## src/rtl/mult_pkg.sv

```systemverilog
// Shared types and sizing for the sequential shift-and-add multiplier.
// The datapath width is pinned to 8 by the CarryAdder it is built around.
package mult_pkg;

    localparam int MULT_WIDTH = 8;
    localparam int MULT_ITER  = 8;
    localparam int CNT_W      = $clog2(MULT_ITER);

    typedef enum logic [1:0] {
        IDLE,
        CALC,
        DONE
    } mult_state_t;

endpackage

```

## src/rtl/shift_add_multiplier8_adder.sv

```systemverilog
// The existing 8-bit ripple-carry adder.
// The multiplier reuses it unchanged for every partial-product add.
module CarryAdder (
    input  logic [7:0] A,
    input  logic [7:0] B,
    input  logic       Cin,
    output logic [7:0] S,
    output logic       Cout
);

    logic [8:0] carry;

    assign carry[0] = Cin;

    for (genvar i = 0; i < 8; i++) begin : g_fa
        assign S[i]       = A[i] ^ B[i] ^ carry[i];
        assign carry[i+1] = (A[i] & B[i]) | (carry[i] & (A[i] ^ B[i]));
    end

    assign Cout = carry[8];

endmodule

```

## src/rtl/shift_add_multiplier8.sv

```systemverilog
// Sequential 8x8 unsigned multiplier: one shift-and-add step per clock through CarryAdder.
// Accepts a start in IDLE, iterates 8 times in CALC, and pulses done for one cycle in DONE.
module shift_add_multiplier8
    import mult_pkg::*;
#(
    parameter int WIDTH = MULT_WIDTH,
    parameter int ITER  = MULT_ITER
) (
    input  logic                 clk,
    input  logic                 rst_n,
    input  logic                 start,
    input  logic [WIDTH-1:0]     A,
    input  logic [WIDTH-1:0]     B,
    output logic                 busy,
    output logic                 done,
    output logic [2*WIDTH-1:0]   P
);

    localparam logic [CNT_W-1:0] LAST_CNT = CNT_W'(ITER - 1);

    mult_state_t          state_q, state_d;
    logic [WIDTH-1:0]     m_q,     m_d;
    logic [WIDTH-1:0]     acc_q,   acc_d;
    logic [WIDTH-1:0]     q_q,     q_d;
    logic [CNT_W-1:0]     cnt_q,   cnt_d;
    logic [2*WIDTH-1:0]   p_q,     p_d;

    logic [WIDTH-1:0]     addend;
    logic [WIDTH-1:0]     sum;
    logic                 sumCout;

    // The carry-out of each add drops straight into ACC[7] on the shift,
    // so the separate carry bit is always zero afterwards and is not kept.
    assign addend = q_q[0] ? m_q : '0;

    CarryAdder u_adder (
        .A    (acc_q),
        .B    (addend),
        .Cin  (1'b0),
        .S    (sum),
        .Cout (sumCout)
    );

    always_ff @(posedge clk or negedge rst_n) begin
        if (!rst_n) begin
            state_q <= IDLE;
            m_q     <= '0;
            acc_q   <= '0;
            q_q     <= '0;
            cnt_q   <= '0;
            p_q     <= '0;
        end else begin
            state_q <= state_d;
            m_q     <= m_d;
            acc_q   <= acc_d;
            q_q     <= q_d;
            cnt_q   <= cnt_d;
            p_q     <= p_d;
        end
    end

    always_comb begin
        state_d = state_q;
        m_d     = m_q;
        acc_d   = acc_q;
        q_d     = q_q;
        cnt_d   = cnt_q;
        p_d     = p_q;

        unique case (state_q)
            IDLE: begin
                if (start) begin
                    m_d     = A;
                    q_d     = B;
                    acc_d   = '0;
                    cnt_d   = '0;
                    state_d = CALC;
                end
            end
            CALC: begin
                acc_d = {sumCout, sum[WIDTH-1:1]};
                q_d   = {sum[0], q_q[WIDTH-1:1]};
                cnt_d = cnt_q + CNT_W'(1);
                // Last iteration: the product is the freshly shifted {ACC, Q}.
                if (cnt_q == LAST_CNT) begin
                    p_d     = {sumCout, sum, q_q[WIDTH-1:1]};
                    state_d = DONE;
                end
            end
            DONE: begin
                state_d = IDLE;
            end
            default: begin
                state_d = IDLE;
            end
        endcase
    end

    assign busy = (state_q == CALC);
    assign done = (state_q == DONE);
    assign P    = p_q;

endmodule

```

## config.mk

```make
export PLATFORM = sky130hd
export DESIGN_NAME = shift_add_multiplier8
export DESIGN_NICKNAME = d
export VERILOG_FILES = /design/src/rtl/mult_pkg.sv /design/src/rtl/shift_add_multiplier8_adder.sv /design/src/rtl/shift_add_multiplier8.sv
export SDC_FILE = /design/constraint.sdc
export NUM_CORES = 1
export LEC_CHECK = 0
export ABC_AREA = 1
export CAP_MARGIN = 20
export CORE_MARGIN = 1.5
export CORE_UTILIZATION = 33
export DETAILED_ROUTE_END_ITERATION = 6
export GPL_TIMING_DRIVEN = 1
export PLACE_DENSITY = 0.56
export SKIP_LAST_GASP = 1
export SYNTH_ARGS = -nofsm -noshare
export SYNTH_HDL_FRONTEND = slang
export SYNTH_SLANG_ARGS = --single-unit
```

## constraint.sdc

```tcl
create_clock -name clk -period 5.3 [get_ports clk]
set_input_delay 1.06 -clock clk [delete_from_list [all_inputs] [get_ports clk]]
set_output_delay 1.06 -clock clk [all_outputs]
set_load 0.05 [all_outputs]
```

### Metal 3, run 1

Cells faint in the background.
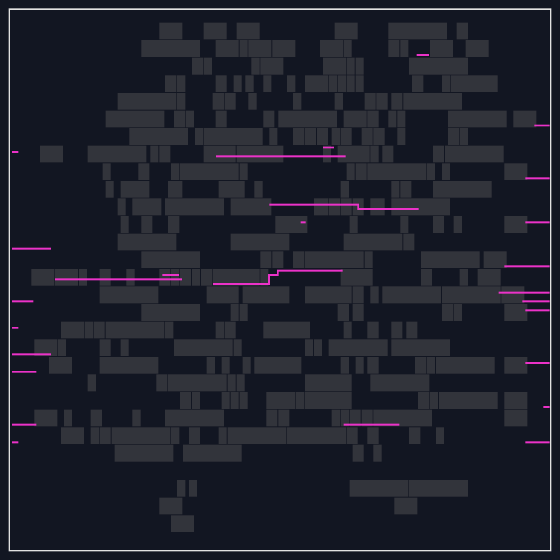
nets with wire on the layer: 24
wire length on this layer: 160 um
main direction: horizontal

### Drive-strength map, run 1

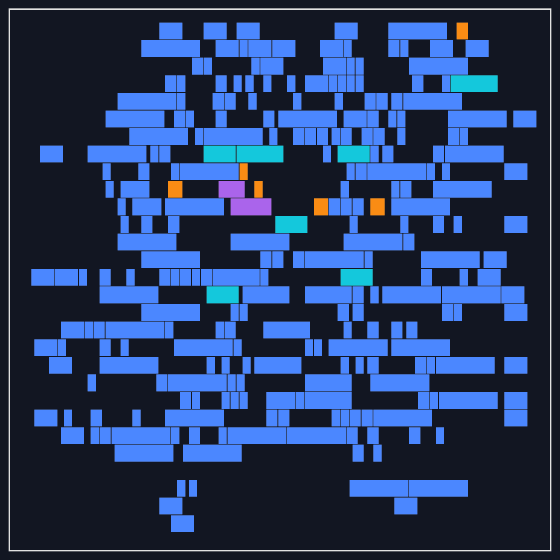
| size | color | cells | share |
|---|---|---|---|
| x2 | orange | 6 | 2.3% |
| x6 and larger | cyan | 7 | 2.7% |
| x1 and smaller | blue | 249 | 94% |
| x3 and x4 | purple | 2 | 0.76% |

### Gate families picked out, run 1

The bar under the picture is 20 um long.
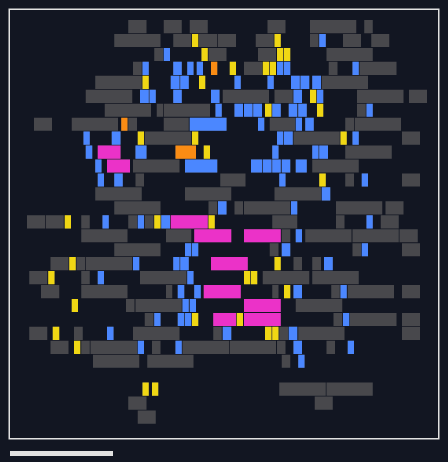
| family | color | cells | most used |
|---|---|---|---|
| fa/ha/maj cells | magenta | 10 | fa_1 |
| nand cells | blue | 91 | nand2_1 |
| inv cells | yellow | 36 | inv_1 |
| nor cells | orange | 3 | nor2_1 |

## run 1: report_power, final
group          switching (mW)  internal (mW)  leakage (nW)  total (mW)
clock network           0.110         0.0939        0.0395       0.204
logic                   0.523          0.280         0.641       0.804
registers              0.0981          0.502         0.558       0.600
total                   0.732          0.876          1.24        1.61
## run 1: synth_stat cells, drive strengths merged
| library cell | n |
|---|---|
| a21oi | 1 |
| nor2 | 3 |
| ha | 3 |
| o21ai | 33 |
| fa | 7 |
| clkbuf | 3 |
| inv | 36 |
| nand2 | 56 |
| dfrtp | 45 |
| buf | 8 |
| nand3 | 35 |
## run 1: layer usage
metal	GRT usage (%)	part of all wire, %	up-vias	routed length [um]
li1	-	-	791	-
met1	18.5	52	733	2090
met2	17.4	43	34	1730
met3	3.07	4.0	5	159
met4	3.13	1.0	0	41
met5	0	0	-	0
==> run notes, run 1 <==
This memo summarizes the results of the implementation run.

Setup path
The combined buffer and inverter count along the critical path is 2. The STA report counts the stages on the worst setup path as 12. The kind of cell adding the most delay to the critical path is adder cells. The delay of the slowest critical-path stage is 500 ps. STA classifies the critical path startpoint as a flip-flop.

The critical setup path kind is flip-flop to flip-flop. Looking at the critical path, the single cell with the biggest stage delay is fa_1. The data required time at the worst endpoint is 5450 ps. The worst reg-to-reg setup slack is 1460 ps. The path depth of the worst reg2reg path is 12. Looking at the reg2reg group, the worst path ends at acc_q[6].

The worst setup path is captured at a flip-flop. The critical path goes through nand2_1 > inv_1 > ha_1 > inv_1 > fa_1 > fa_1 > fa_1 > fa_1 > fa_1 > fa_1 > fa_1 > o21ai_0. The highest net fanout along the worst path is 9. The data arrival time of the critical path is 3990 ps.

According to the timing report, the critical path is captured at acc_q[6]. According to the timing report, the critical path is launched from q_q[0]. STA lists the startpoint of the worst register-to-register path as q_q[0].

The library cell appearing most often on the critical path is fa_1.

Die
The die height is 83.5 um. Per the OpenROAD floorplan log, the width of the die is 83.5 um. Before placement the cells fill 33.8% of the core.

The die area is 0.00697 sq mm. After floorplanning, the core was divided into 29 placement rows. In this run the count of I/O pins placed on the die edge is 37. Across the placement rows, the number of tap cells is 77. The floorplan core area is 0.00631 sq mm.

Final timing
The worst path uses 72.5% of the clock period. Max-slew check failures listed in the final report amount to 0. The worst-case headroom to the max-slew limit is 58.9%. Endpoints with negative setup slack in the final report add up to 0. Setup repair after global routing left no endpoint under its margin. The clock period could shrink to 3840 ps. In the final timing run, aggregate negative setup slack is 0 ps. The total count of hold-check failures in the final report is 0. The critical path in the final layout is reported with a setup slack of 1460 ps.

On the final layout, the worst hold slack is 485 ps. The transition time recorded at the tightest slew-check pin is 614 ps. The clock skew after layout is 6.31 ps. The achievable frequency is 260 MHz.

Place
The count of buffers inserted at the top-level ports is 36. Detailed placement reports a standard cell area of 0.00250 sq mm. The worst-case setup slack after placement is 1490 ps.

The post-detailed-placement half-perimeter wirelength is 2750 um. The cell total after placement is 332. The global placement routability congestion is 0.735.

Clocking
In this run the deepest clock path goes through 2 buffers. Clock latency on the worst-skew pair, taken at its later pin, is 290 ps. The number of post-CTS setup repair buffers is 0. The post-CTS resize count is 0.

The root buffer cell is clkbuf_8. The report puts the hold buffer count at CTS at 0. Per the TritonCTS log, the buffer count is 5. The clock sink count is 45. The CTS tree is yes. CTS built an H-tree with a depth of 2. The clock transition at the registers of the reported paths is 80 ps.

Finish
Of the cells placed in the final design, the portion with a size suffix greater than 1 is 5.68%. The number of ordinary inverters in the final layout is 36. The number of sequential cells reported for the layout is 45. The buffer share of cell area is 14.4%. Looking at the area split, the leading class of cells is sequential cells. The area added between synthesis and finish is 21.7%. The net count of the finished layout is 292. The area used by sequential logic in the layout is 0.00113 sq mm. 0 antenna diodes ended up in the layout. The number of multi-input combinational cells in the layout is 138. The area taken by multi-input combinational cells is reported as 788 sq um. The flip-flop count of the largest register after layout is 16. The count of plain and timing-repair buffers is 37. The fraction of standard cell area that is sequential is 43.3%.

The most common cell after layout, fill and taps aside is nand2_1. Once layout is complete, the utilization of the core stands at 41.2%. In the layout the commonest cells are nand2_1, dfrtp_1, clkdlybuf4s50_1, inv_1, nand3_1. The finished cells cover 0.00260 sq mm. The count of cells in the finished layout, fillers not included, comes to 341. The number of filler cells placed in the layout is 648. Multi-input logic gates represent a cell area share of 30.3%. The clock tree cell share of total cell area is 3.08%. The layout has 8 clock buffers.

Routing
The detailed router placed 1563 vias in this run. In the post-route report, total wirelength is listed as 4020 um. The final routed DRC violation total is 0. Nets still carrying antenna violations after routing amount to 0. The script logs the ratio of routed vias to standard cells as 4.58. The routed wire length per instance is 11.8 um. The first-pass iteration count of the detailed router is 5. In this run, the number of DRC markers left after iteration 0 of detailed routing was 69.

Yosys
Before any placement, the netlist area is recorded as 0.00214 sq mm. For this run, the chip area from Yosys synthesis comes to 0.00214 sq mm. The cell taking the most area after synthesis is dfrtp_1.

The netlist uses 19 different library cells. The largest non-sequential cell family by area is simple AND/OR/NAND/NOR gates. Yosys reported a register bit count of 45. The post-synthesis adder-cell area fraction is 8.31%. The Yosys step of the flow raised 0 warnings. Sequential cells were found to cover 52.7% of the synthesized design area.

Per the synthesis report, the AND-OR/OR-AND share of the synthesized area is 7.96%. Summing all multiplexer cells gives an area fraction of 0%. The net count after synthesis is 259. The synthesized design devotes to its leading area cell type 52.7% of total area.

The yosys stat cell total is 230. The post-synthesis instance total is 230. The simple-gate area share of the yosys netlist is 20.6%. The mean instance size in the synthesized netlist is 9.29 sq um. The main area contributors are dfrtp_1, nand2_1, nand3_1. Of the total synthesized cell area, the portion taken by XOR and XNOR cells is 0%.

GRT
Global routing used 12.2% of the available tracks. The first-pass GRT wire length is 6910 um. The largest net degree at the start of global routing is 46. The via count of the first global-routing pass is 1442.

The total overflow left after global routing is 0. The initial antenna violation count is 0.

Flow run
Across all stage logs, warnings added up to 26. The number of maximum-capacitance violations is 0.

Min path
The terminating pin of the worst hold path is cnt_q[0]. The number of cells on the worst hold path is listed as 1. The min-delay analysis places its worst path in the category flip-flop to flip-flop. For the worst min-delay path, the startpoint reported by OpenROAD is cnt_q[0].

Power and ir drop
The design draws 1.61 mW. In this run the power density over the cells is 618 mW/mm^2. The largest voltage drop on the vdd net is 0.000302 V. Summed over all cells, the static leakage comes to 1.24 nW.

Run status
The flow ran to the end, and the final reports show no timing, DRC or antenna violations.
--- run 2 (diff from run 1) ---
PLACE_DENSITY = 0.58   (was 0.56)
clock period = 3.45 ns   (was 5.3 ns; I/O delays follow)
### Gate families picked out, run 2

The bar under the picture is 20 um long.
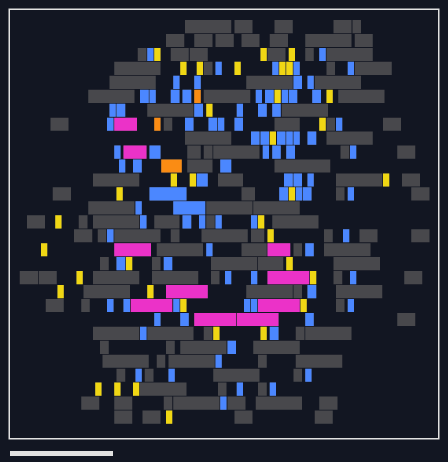
| family | color | cells | most used |
|---|---|---|---|
| fa/ha/maj cells | magenta | 10 | fa_2 |
| nand cells | blue | 91 | nand2_1 |
| nor cells | orange | 3 | nor2_1 |
| inv cells | yellow | 36 | inv_1 |

### Drive-strength map, run 2

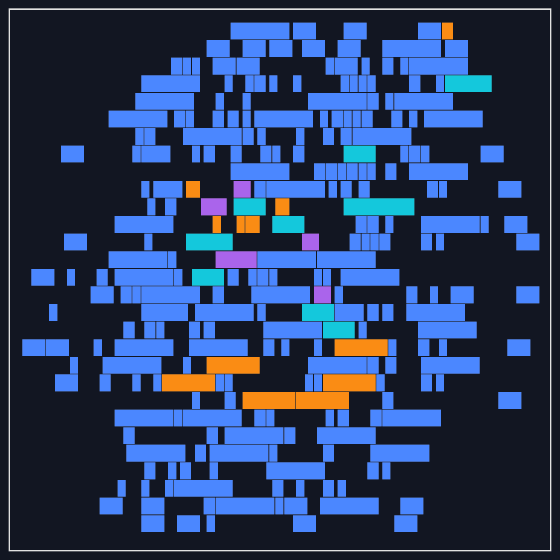
| size | color | cells | share | most used |
|---|---|---|---|---|
| x2 | orange | 12 | 4.5% | fa_2 |
| x3 and x4 | purple | 5 | 1.9% | buf_4 |
| x1 and smaller | blue | 240 | 90% | nand2_1 |
| x6 and larger | cyan | 9 | 3.4% | clkbuf_8 |
setup ws final: 37.6 ps
area growth from synthesis to layout: 25.0%
non-clock buffer count: 39
Non-Filler Cell Area, Final: 0.00267 sq mm

==> run notes, run 2 <==
This memo summarizes the results of the implementation run.

Setup path
The highest net fanout along the worst path is 2. Broken down by cell family, the worst path's largest delay share belongs to adder cells. The cell depth of the worst setup path is 12. STA puts the critical path data arrival time at 3570 ps. The critical setup path kind is flip-flop to flip-flop. The worst reg-to-reg setup slack is 40 ps.

The critical path goes through nand2_1 > inv_1 > ha_1 > inv_1 > fa_2 > fa_2 > fa_2 > fa_2 > fa_2 > fa_2 > fa_1 > o21ai_0. The data required time at the worst endpoint is 3610 ps. According to the timing report, the critical path is captured at acc_q[6]. The worst setup path is launched from a flip-flop.

The timing report shows that the slowest cell on the worst path is fa_1. The launch instance of the worst register-to-register path is m_q[0]. The endpoint identified for the worst register-to-register timing path is acc_q[6]. The worst register-to-register path has a depth of 12.

Die
The floorplan has 29 rows. The core region is 0.00631 sq mm. The horizontal die dimension is 83.5 um. For this configuration, the core starts out at a cell density of 33.8%. The number of top-level design ports is 37. The die area is 0.00697 sq mm. The die height is 83.5 um.

Place
The count of buffers inserted at the top-level ports is 36. The worst-case setup slack after placement is 9.59 ps. Summing all placed instances gives a cell area of 0.00252 sq mm. At the end of routability-driven placement, the weighted congestion stood at 0.707. After detailed placement, the design holds a cell count of 333.

Yosys
The count of library flops with an enable pin is 0. The mean instance size in the synthesized netlist is 9.29 sq um. The warning tally printed by Yosys for this design is 0.

Per the post-synthesis report, the number of cells in the design is 230. Sequential cells were found to cover 52.7% of the synthesized design area. The net count after synthesis is 259. The yosys stat cell total is 230. The stat command in Yosys gives a chip area of 0.00214 sq mm. In the post-synthesis netlist, the biggest area contributors are dfrtp_1, nand2_1, nand3_1. The post-synthesis instance area is 0.00214 sq mm. The synthesized design spends more area on one cell type than any other, namely dfrtp_1. The distinct cell type count of the synthesized netlist is 19. The most instantiated flip-flop cell in the synthesis netlist is dfrtp_1. By count the netlist is led by nand2_1, dfrtp_1, inv_1, nand3_1, o21ai_0. The number of register bits inferred by synthesis is 45. The share of synthesized registers carrying an async set or reset is 100%.

GRT
Entering global routing, the biggest net connects 46 pins. The via count of the first global-routing pass was 1494. Summed over all layers, the global routing overflow is 0.

The first-pass GRT wire length is 6840 um. The initial antenna violation count is 0.

Power and ir drop
The sequential group power is 912 uW. After layout, the design draws a total of 2.58 mW. The share of power burned in registers is 35.3%. The top power consumer group is combinational logic.

In this run the power spent charging and discharging nets is 1.13 mW. Clock network power for this build is 417 uW. The internal power component is 1.45 mW. The script extracted a total leakage power of 1.27 nW.

The clock network power share is 16.2%. The power per cell area is 967 mW/mm^2. Of the total power, the share spent switching nets is 43.8%. Combinational logic is responsible for 48.6% of the overall power.

The largest voltage drop on the vdd net is 0.000389 V.

Clocking
TritonCTS built the clock tree. The number of post-CTS setup repair buffers is 0. Per the skew report, the later register of the worst-skew pair sees a clock latency of 300 ps. The number of hold buffers added after cts is 0. The number of clock sinks came to 45. The number of levels the H-tree was split into is 2. The longest clock path from root to sink contains 2 buffers.

The clock transition at the registers of the reported paths is 90 ps. The number of buffers created by CTS is 5. The root buffer cell is clkbuf_8.

Finish
The flip-flop count of the largest register after layout is 16. Among logic cells in the layout, the one with the most instances is nand2_1. The final standard cell utilization of the core is 42.3%.

The ratio of cells with drive above 1 in the final layout is 9.77%. The final net count is 294. The logic area is 803 sq um. 0 antenna diodes ended up in the layout.

Fill cells in the final layout number 657. After the flow finishes, the layout carries non-filler instances totaling 343.

Final timing
The total count of hold-check failures in the final report is 0. The final number of setup-violating endpoints is 0. Static timing analysis puts the maximum clock frequency at 293 MHz.

The worst-case max-slew headroom was logged as 59.2%. The clock period could shrink to 3410 ps. The worst slack on hold paths is 192 ps.

The sum of negative setup slack is 0 ps. The transition time at the pin with the least slew margin is 611 ps. In the final report, the number of pins over their slew limit comes to 0.

Routing
The detailed router finished its first iteration with 82 violations. The first-pass iteration count of the detailed router is 4. The script parses the final routing iteration and logs DRC violations as 0.

The total wire length is 4060 um. The residual antenna-violating net count after detailed routing is 0. The number of vias per cell is 4.59.

Min path
In this run the worst hold path is classified as input pin to asynchronous set/reset pin.

Run status
The run finished with clean final reports.

Flow run
The number of warnings reported in the stage logs is 27.
### Track usage over the die, run 2

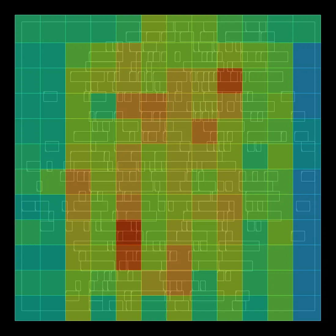
routed length per instance: 11.8 um
global-route track usage on met1: 16.4%
Tot GR Track Use: 12.2%
grt peak-use layer: met2
fraction of met2 tracks used by global routing: 19.8%

## run 2: cell families after synthesis
kind of cell | count (synthesis) | synth area share (%)
DFF | 45 | 52.7
buffers and inverters | 47 | 10.4
adders and majority gates | 10 | 8.31
AOI/OAI and AO/OA | 34 | 7.96
and+or+nand+nor | 94 | 20.6
## run 2: metal layers
metal | up-vias | global-route usage (%) | share of wire [%]
met5 | - | 0 | 0
met4 | 0 | 3.58 | 1.2
met2 | 26 | 19.8 | 45
met3 | 6 | 2.67 | 3.5
met1 | 751 | 16.4 | 50
li1 | 791 | - | -
## run 2: final cells by class
cell class                 instances  area share [%]
tap                               77            3.61
timing repair buffer              39            14.6
clock buffer                       6            3.09
clock inverter                     2            1.41
multi-input combinational        138            30.1
sequential                        45            42.2
inverter                          36            5.06
No activity file was given, so power comes from the tool's default toggle rates.
